Fig. 1: run 1, the metal 2 layer
(1.5 px per um) Cells faint in the background.
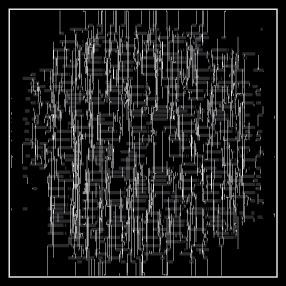
Fig. 2: run 1, signal wires on met3
(1.5 px per um)
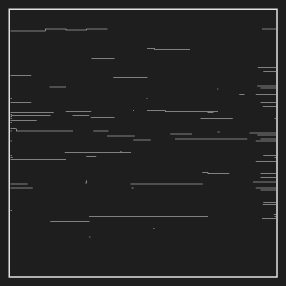
Fig. 3: run 1, congestion heat map
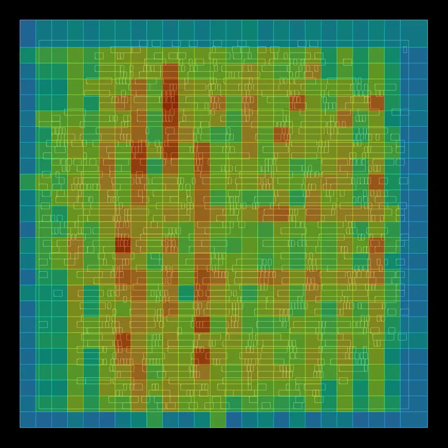
$ cat config.mk
export PLATFORM = sky130hd
export DESIGN_NAME = sdram_req_sched
export DESIGN_NICKNAME = d
export VERILOG_FILES = /design/src/rtl/sdram_req_sched.sv
export SDC_FILE = /design/constraint.sdc
export NUM_CORES = 1
export LEC_CHECK = 0
export ABC_AREA = 1
export CAP_MARGIN = 20
export CORE_MARGIN = 8
export CORE_UTILIZATION = 35
export DETAILED_ROUTE_END_ITERATION = 8
export PLACE_DENSITY_LB_ADDON = 0.08
export SLEW_MARGIN = 20
export SYNTH_ARGS = -nofsm -noshare
export SYNTH_HDL_FRONTEND = slang
export SYNTH_SLANG_ARGS = --single-unit
$ cat constraint.sdc
create_clock -name clk_i -period 4.3 [get_ports clk_i]
set_clock_uncertainty 0.15 [all_clocks]
set_input_delay 0.645 -clock clk_i [delete_from_list [all_inputs] [get_ports clk_i]]
set_output_delay 0.645 -clock clk_i [all_outputs]
set_load 0.05 [all_outputs]
$ cat src/rtl/sdram_req_sched.sv
// sdram_req_sched: request FIFO plus issue scheduler in front of an SDRAM
// command state machine. Requests are queued, issued one at a time with a
// single-cycle go_o pulse, and popped when the controller acknowledges.
// Optional periodic refresh scheduling is compiled in when the macro
// SDRAM_SCHED_REF_EN is defined; the default build has no refresh logic.
module sdram_req_sched #(
  parameter int unsigned DEPTH_p        = 4,
  parameter int unsigned ADDR_W_p       = 24,
  parameter int unsigned DATA_W_p       = 16,
  parameter int unsigned REF_INTERVAL_p = 1040
) (
  input  logic                       clk_i,
  input  logic                       rst_ni,
  input  logic                       req_valid_i,
  output logic                       req_ready_o,
  input  logic                       req_we_i,
  input  logic [ADDR_W_p-1:0]        req_addr_i,
  input  logic [DATA_W_p-1:0]        req_wdata_i,
  output logic                       go_o,
  output logic                       rw_en_o,
  output logic [ADDR_W_p-1:0]        addr_o,
  output logic [DATA_W_p-1:0]        wdata_o,
  input  logic                       cmd_ack_i,
  output logic                       ref_req_o,
  input  logic                       ref_ack_i,
  output logic [$clog2(DEPTH_p):0]   level_o
);

  localparam int unsigned PTR_W = (DEPTH_p > 1) ? $clog2(DEPTH_p) : 1;
  localparam int unsigned LVL_W = $clog2(DEPTH_p) + 1;

  // Elaboration guard: pointer wrap relies on a power-of-two depth.
  if (DEPTH_p < 2 || (DEPTH_p & (DEPTH_p - 1)) != 0) begin : g_depth_chk
    $error("sdram_req_sched: DEPTH_p must be a power of two and at least 2");
  end

  typedef enum logic [1:0] {
    ST_IDLE    = 2'd0,
    ST_ISSUE   = 2'd1,
    ST_WAIT    = 2'd2,
    ST_REFRESH = 2'd3
  } state_t;

  state_t                r_state;
  logic                  r_go;
  logic                  r_rw_en;
  logic [ADDR_W_p-1:0]   r_addr;
  logic [DATA_W_p-1:0]   r_wdata;

  logic                  r_mem_we    [DEPTH_p];
  logic [ADDR_W_p-1:0]   r_mem_addr  [DEPTH_p];
  logic [DATA_W_p-1:0]   r_mem_wdata [DEPTH_p];
  logic [PTR_W-1:0]      r_wr_ptr;
  logic [PTR_W-1:0]      r_rd_ptr;
  logic [LVL_W-1:0]      r_level;

  logic                  w_push;
  logic                  w_pop;
  logic                  w_not_empty;
  logic                  w_ref_pending;
  logic                  w_ref_ack;

  // FIFO handshake: no bypass, a full FIFO refuses even when popping.
  assign req_ready_o = (r_level != LVL_W'(DEPTH_p));
  assign w_push      = req_valid_i && req_ready_o;
  assign w_pop       = (r_state == ST_WAIT) && cmd_ack_i;
  assign w_not_empty = (r_level != LVL_W'(0));

  assign go_o    = r_go;
  assign rw_en_o = r_rw_en;
  assign addr_o  = r_addr;
  assign wdata_o = r_wdata;
  assign level_o = r_level;

  // Request storage; contents need no reset since level qualifies them.
  always_ff @(posedge clk_i) begin
    if (w_push) begin
      r_mem_we[r_wr_ptr]    <= req_we_i;
      r_mem_addr[r_wr_ptr]  <= req_addr_i;
      r_mem_wdata[r_wr_ptr] <= req_wdata_i;
    end
  end

  // Pointers wrap naturally at the power-of-two depth; level tracks occupancy.
  always_ff @(posedge clk_i or negedge rst_ni) begin
    if (!rst_ni) begin
      r_wr_ptr <= '0;
      r_rd_ptr <= '0;
      r_level  <= '0;
    end else begin
      if (w_push) begin
        r_wr_ptr <= r_wr_ptr + PTR_W'(1);
      end
      if (w_pop) begin
        r_rd_ptr <= r_rd_ptr + PTR_W'(1);
      end
      case ({w_push, w_pop})
        2'b10:   r_level <= r_level + LVL_W'(1);
        2'b01:   r_level <= r_level - LVL_W'(1);
        default: r_level <= r_level;
      endcase
    end
  end

`ifdef SDRAM_SCHED_REF_EN
  localparam int unsigned REF_CNT_W = (REF_INTERVAL_p > 2) ? $clog2(REF_INTERVAL_p) : 1;

  logic [REF_CNT_W-1:0] r_ref_cnt;
  logic                 r_ref_pending;
  logic                 r_ref_req;
  logic                 w_ref_wrap;

  assign w_ref_wrap    = (r_ref_cnt == REF_CNT_W'(REF_INTERVAL_p - 1));
  assign w_ref_pending = r_ref_pending;
  assign w_ref_ack     = ref_ack_i;
  assign ref_req_o     = r_ref_req;

  // Free-running refresh interval counter.
  always_ff @(posedge clk_i or negedge rst_ni) begin
    if (!rst_ni) begin
      r_ref_cnt <= '0;
    end else if (w_ref_wrap) begin
      r_ref_cnt <= '0;
    end else begin
      r_ref_cnt <= r_ref_cnt + REF_CNT_W'(1);
    end
  end

  // Pending flag: a new interval wins over a same-cycle completion; misses are not queued.
  always_ff @(posedge clk_i or negedge rst_ni) begin
    if (!rst_ni) begin
      r_ref_pending <= 1'b0;
    end else if (w_ref_wrap) begin
      r_ref_pending <= 1'b1;
    end else if (r_state == ST_REFRESH && ref_ack_i) begin
      r_ref_pending <= 1'b0;
    end
  end

  // Refresh request held high for the whole REFRESH state.
  always_ff @(posedge clk_i or negedge rst_ni) begin
    if (!rst_ni) begin
      r_ref_req <= 1'b0;
    end else if (r_state == ST_IDLE && r_ref_pending) begin
      r_ref_req <= 1'b1;
    end else if (r_state == ST_REFRESH && ref_ack_i) begin
      r_ref_req <= 1'b0;
    end
  end
`else
  logic w_unused_ref_ack;

  assign w_unused_ref_ack = ref_ack_i;
  assign w_ref_pending    = 1'b0;
  assign w_ref_ack        = 1'b0;
  assign ref_req_o        = 1'b0;
`endif

  // Scheduler FSM: refresh has priority in IDLE but never preempts a command.
  always_ff @(posedge clk_i or negedge rst_ni) begin
    if (!rst_ni) begin
      r_state <= ST_IDLE;
      r_go    <= 1'b0;
      r_rw_en <= 1'b0;
      r_addr  <= '0;
      r_wdata <= '0;
    end else begin
      r_go <= 1'b0;
      case (r_state)
        ST_IDLE: begin
          if (w_ref_pending) begin
            r_state <= ST_REFRESH;
          end else if (w_not_empty) begin
            r_state <= ST_ISSUE;
            r_go    <= 1'b1;
            r_rw_en <= r_mem_we[r_rd_ptr];
            r_addr  <= r_mem_addr[r_rd_ptr];
            r_wdata <= r_mem_wdata[r_rd_ptr];
          end
        end
        ST_ISSUE: begin
          r_state <= ST_WAIT;
        end
        ST_WAIT: begin
          if (cmd_ack_i) begin
            r_state <= ST_IDLE;
          end
        end
        ST_REFRESH: begin
          if (w_ref_ack) begin
            r_state <= ST_IDLE;
          end
        end
        default: begin
          r_state <= ST_IDLE;
        end
      endcase
    end
  end

endmodule

==> flow_summary_export.csv, run 1 <==
group,metric,value,unit
sta,rel_slew_slack,32.8,%
setup_path,timing.critical_path.slowest_stage_cell,"clkdlybuf4s50_1",
setup_path,setup.worst_path.class,"reg -> out",
setup_path,critical_path.cell_chain,"nor2_2, nand2_1, clkdlybuf4s50_1",
sta,max_clock_freq,0.367,GHz
synthesis,cell_type_count,22,
power_and_ir_drop,leakagePower,5.08,nW
sta,final-max-slew-violation-count,0,
placement,routabilityCongestion,0.678,
synthesis,ys_cells,889,
floorplanning,design.die.area,31500,sq um
clock_tree,cts.root.buffer_cell,"clkbuf_16",
global_routing,grt_pass1_wl,31200,um
clock_tree,clk_pin_slew,0.06,ns
synthesis,postSynthCellCount,889,
layout,stdcell_area,11100,sq um
layout,final_layout_top_logic_cell,"nand2_1",
clock_tree,post_cts_buffers,0,
placement,detailed_place_hpwl,10600,um
clock_tree,count_of_cells_resized_by_post_cts_repair,0,
sta,period_used_share,63.4,%
layout,fin_nets,1035,
floorplanning,core_util_floorplan,35.3,%
layout,num_antenna_cells,0,
hold_path,hold_path.class,"in -> async",
layout,n_fill_cell,2467,
sta,worst_hold_slack,0.0594,ns
floorplanning,num_rows,59,
setup_path,startpoint_type,"flip-flop",
synthesis,postSynthAreaPerCell,10.3,sq um
power_and_ir_drop,power-per-cell-area,764,nW/um^2
clock_tree,cts.sink_count,215,
placement,placedCellCount,1288,
setup_path,cp_data_arrival_time,1.93,ns
global_routing,gr-max-usage-layer,"met2",
setup_path,crit_required,3.50,ns
global_routing,grt.met3_usage,3.04,%
run,stage_log_warnings,33,
detailed_routing,dr.first_iter.drc_count,252,
setup_path,crit_path_end_kind,"output pin",
global_routing,first_global_vias,5743,
placement,post-place-ws,1.52,ns
floorplanning,chipHeight,177,um
layout,share_of_layout_cells_above_drive_strength_1,6.02,%
layout,area_growth,21.3,%
power_and_ir_drop,totalPowerFinal,8.46,mW
setup_path,critical_path.max_stage_delay,0.82,ns
sta,number_of_setup_violations_in_the_final_report,0,
sta,final.setup.tns,0,ns
clock_tree,post_cts_hold_fix_bufs,0,
clock_tree,h-tree-depth,1,
clock_tree,insertion_delay,0.51,ns
placement,port_buffers,90,
run,drv_cap,0,
layout,layout_top_cells_excl_fill_tap,"nand2_1, inv_1, edfxtp_1",
synthesis,postSynthSeqShare,67.9,%
outcome,outcome,"completed",
sta,grt_setup_unrepaired,"false",
detailed_routing,drcViolationCount,0,
detailed_routing,route.detailed.vias_per_inst,4.24,
floorplanning,die-width,177,um
layout,finalNonFillerCells,1332,
power_and_ir_drop,max-vdd-ir-drop,475,uV
Back to the opening pictures, Fig. 1:
longest straight run: 62.2 um
main direction: vertical
share of all routed wire: 48%
wire length on this layer: 9510 um
met2 GRT Util: 21.7%
Post-Route WL: 19900 um
count of vias placed by the detailed router: 5644

Back to the opening pictures, Fig. 2:
share of all routed wire: 5.3%
longest straight run: 78.9 um
wire length on this layer: 1050 um
main direction: horizontal
nets with wire on the layer: 52

Back to the opening pictures, Fig. 3:
met1 global-route usage: 15.8%
final design utilization: 42.9%

==> run 1: cells in the mapped netlist, drive strengths merged <==
cell | count | area [sq um]
nand2 | 343 | 1290
inv | 183 | 687
edfxtp | 164 | 4920
nand3 | 86 | 430
dfrtp | 51 | 1280
buf | 35 | 284
ha | 9 | 113
nor2 | 8 | 40.0
xor2 | 3 | 26.3
a21oi | 1 | 5.00
clkbuf | 1 | 3.75
conb | 1 | 3.75
fa | 1 | 20.0
nand3b | 1 | 7.51
o21ai | 1 | 5.00
xnor2 | 1 | 8.76
==> run 1: flip-flops by register name, summed over array words and instances (netlist names), 2 cells and up <==
name / count
r_rd_ptr: 2
addr_o: 24
r_mem_we: 4
level_o: 3
r_wr_ptr: 2
r_state: 2
r_mem_addr: 96
r_mem_wdata: 64
wdata_o: 16
==> run 1: power breakdown <==
part	switching (mW)	leakage [nW]	internal (mW)
sequential	0.195	2.12	2.84
clock	0.782	0.395	1.27
combinational	2.39	2.57	0.988
==> run 1: area by class of cell <==
cell class | count | area [sq um] | share of cell area, %
Multi-Input combinational cell | 455 | 1980 | 17.9
Timing Repair Buffer | 100 | 973 | 8.79
Clock buffer | 37 | 721 | 6.51
Sequential cell | 215 | 6210 | 56.1
Clock inverter | 7 | 82.6 | 0.746
Tap cell | 335 | 419 | 3.79
Inverter | 183 | 688 | 6.22
==> run 1: metal layers <==
metal	part of all wire (%)	up-vias	wire length [um]
li1	-	2921	-
met1	45	2599	8960
met2	48	86	9510
met3	5.3	32	1050
met4	1.5	6	303
met5	0.20	-	40
==> run 1: worst paths after layout <==
kind | startpoint | endpoint | slack, ns
worst max register to register | r_state[1] | wdata_o[8] | 1.89
min in group clk_i | addr_o[0] | addr_o[0] | 0.32
worst min register to register | addr_o[0] | addr_o[0] | 0.32
worst max-delay path | level_o[0] | req_ready_o | 1.58
max in group asynchronous | rst_ni | r_rd_ptr[0] | 3.36
worst min-delay path | rst_ni | rw_en_o | 0.06
==> run 1: cell families (layout without fill, tap and decap cells) <==
family / count (synthesis) / count (layout) / synth area share [%]
AND/OR/NAND/NOR: 438 / 438 / 19.4
flip-flops: 215 / 215 / 67.9
buffers and inverters: 219 / 327 / 10.7
adder cells (fa/ha/maj): 10 / 10 / 1.45
AND-OR/OR-AND: 2 / 2 / 0.110
XOR/XNOR: 4 / 4 / 0.384
other: 1 / 1 / 0.0411
==> run 1: critical path, delay by kind of cell, from the launching register on <==
family | cells | cell delay (ns)
flip-flops | 1 | 0.42
AND/OR/NAND/NOR | 2 | 0.18
buffers and inverters | 1 | 0.82
==> run 1 -> run 2 <==
==> constraint.sdc (replaced) <==
create_clock -name clk_i -period 2.4 [get_ports clk_i]
set_clock_uncertainty 0.15 [all_clocks]
set_input_delay 0.36 -clock clk_i [delete_from_list [all_inputs] [get_ports clk_i]]
set_output_delay 0.36 -clock clk_i [all_outputs]
set_load 0.05 [all_outputs]
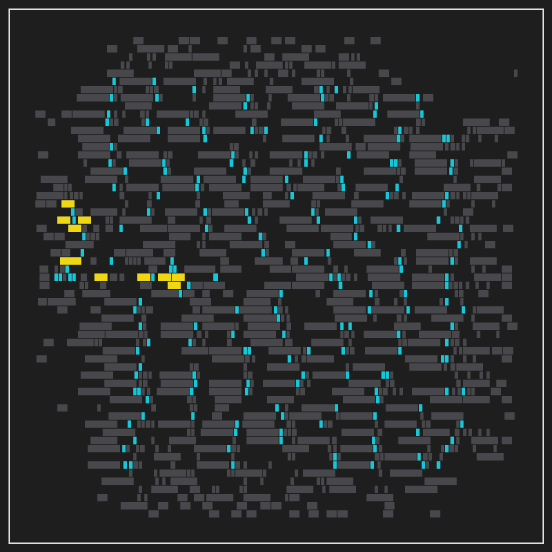
Fig. 4. Gate families picked out (run 2).
(3 px per um)
[yellow] adder and majority cells | cells: 10 | where: middle left
[cyan] inverters | cells: 183

==> flow_summary_export.csv, run 2 <==
group,metric,value,unit
outcome,outcome,"completed",
power_and_ir_drop,power-per-cell-area,1380,nW/um^2
floorplanning,design.die.area,31500,sq um
setup_path,r2r_start,"r_state[0]",
sta,final-max-slew-violation-count,0,
global_routing,grt_pass1_wl,31600,um
layout,share_of_layout_cells_above_drive_strength_1,7.06,%
setup_path,setup.worst_path.class,"reg -> out",
sta,number_of_setup_violations_in_the_final_report,0,
synthesis,edf_count,164,
global_routing,globalRouteMet2Util,21.5,%
setup_path,worstReg2RegEnd,"level_o[2]",
floorplanning,die-width,177,um
sta,rel_slew_slack,41.7,%
layout,largest_register_ff_count,96,
clock_tree,clk_pin_slew,0.06,ns
power_and_ir_drop,internal_power,9.39,mW
power_and_ir_drop,max-vdd-ir-drop,818,uV
setup_path,crit_path_end,"addr_o[22]",
layout,area_growth,23.3,%
detailed_routing,route.detailed.vias_per_inst,4.31,
setup_path,timing.critical_path.slowest_stage_cell,"clkdlybuf4s50_1",
global_routing,grt.met3_usage,2.68,%
power_and_ir_drop,combPwrFrac,40.0,%
setup_path,path_depth,1,
power_and_ir_drop,clockPowerShare,24.9,%
clock_tree,insertion_delay,0.52,ns
run,drv_cap,0,
global_routing,gr-max-usage-layer,"met2",
synthesis,postSynthCellCount,889,
setup_path,ff2ff_setup_slack,0.35,ns
detailed_routing,vias,5771,
synthesis,postSynth.asyncResetShare,23.7,%
layout,top_register,"r_mem_addr",
setup_path,crit_path_end_kind,"output pin",
clock_tree,post_cts_buffers,0,
synthesis,yosys.area.top_type,"edfxtp_1",
synthesis,largest_type_area_fraction,54.0,%
detailed_routing,drcViolationCount,0,
synthesis,post_synth_main_area_contributors,"edfxtp_1, nand2_1, dfrtp_1",
synthesis,ys_cells,889,
sta,grt_setup_unrepaired,"false",
power_and_ir_drop,totalPowerFinal,15.5,mW
floorplanning,chipHeight,177,um
power_and_ir_drop,leakagePower,5.15,nW
placement,post-place-ws,0.140,ns
setup_path,worst-path-buf-inv,1,
[run 2: cells by family after synthesis]
group	Yosys count	share of synthesized area (%)
AOI/OAI and AO/OA	2	0.110
other	1	0.0411
xor gates and xnor gates	4	0.384
DFF	215	67.9
adders and majority gates	10	1.45
buffers and inverters	219	10.7
and+or+nand+nor	438	19.4
[run 2: cell type report]
cell class / count / area (sq um) / share of cell area [%]
inverters: 183 / 688 / 6.12
repair buffers: 106 / 1110 / 9.84
clock inverters: 13 / 168 / 1.49
flip-flops and latches: 215 / 6210 / 55.2
multi-input cells: 455 / 1980 / 17.6
well taps: 335 / 419 / 3.73
clock buffers: 33 / 676 / 6.00
[run 2: how the worst min path moves through the flow]
stage	end	slack, ns	cells past startpoint
finish	r_state[1]	0.31	2
detailed placement	addr_o[12]	0.31	2
floorplan	addr_o[0]	-0.09	0
global placement	addr_o[6]	0.31	2
CTS	r_mem_wdata[3][1]	0.30	1
global route	r_mem_addr[2][0]	0.32	1
[run 2: layer usage]
metal	up-vias	part of all wire [%]
met3	31	5.0
met5	-	0.066
li1	2932	-
met1	2703	45
met4	2	1.8
met2	103	48
[run 2: what timing repair did]
item | 4_1_cts | 5_1_grt
endpoints found under the hold margin | 51 | 0
hold buffers | 1 | 0
endpoints found under the setup margin | 1 | 0
gates resized | 1 | 0
[run 2: power groups by stage]
| stage | logic, mW | clock network (mW) | registers [mW] |
|---|---|---|---|
| finish | 6.21 | 3.87 | 5.44 |
| global route | 6.90 | 4.11 | 5.55 |
| CTS | 6.42 | 3.98 | 5.45 |
| detailed placement | 6.41 | 0 | 5.51 |
| global placement | 6.38 | 0 | 5.50 |
| floorplan | 3.18 | 0 | 6.77 |
Power and IR drop assume default switching activity.
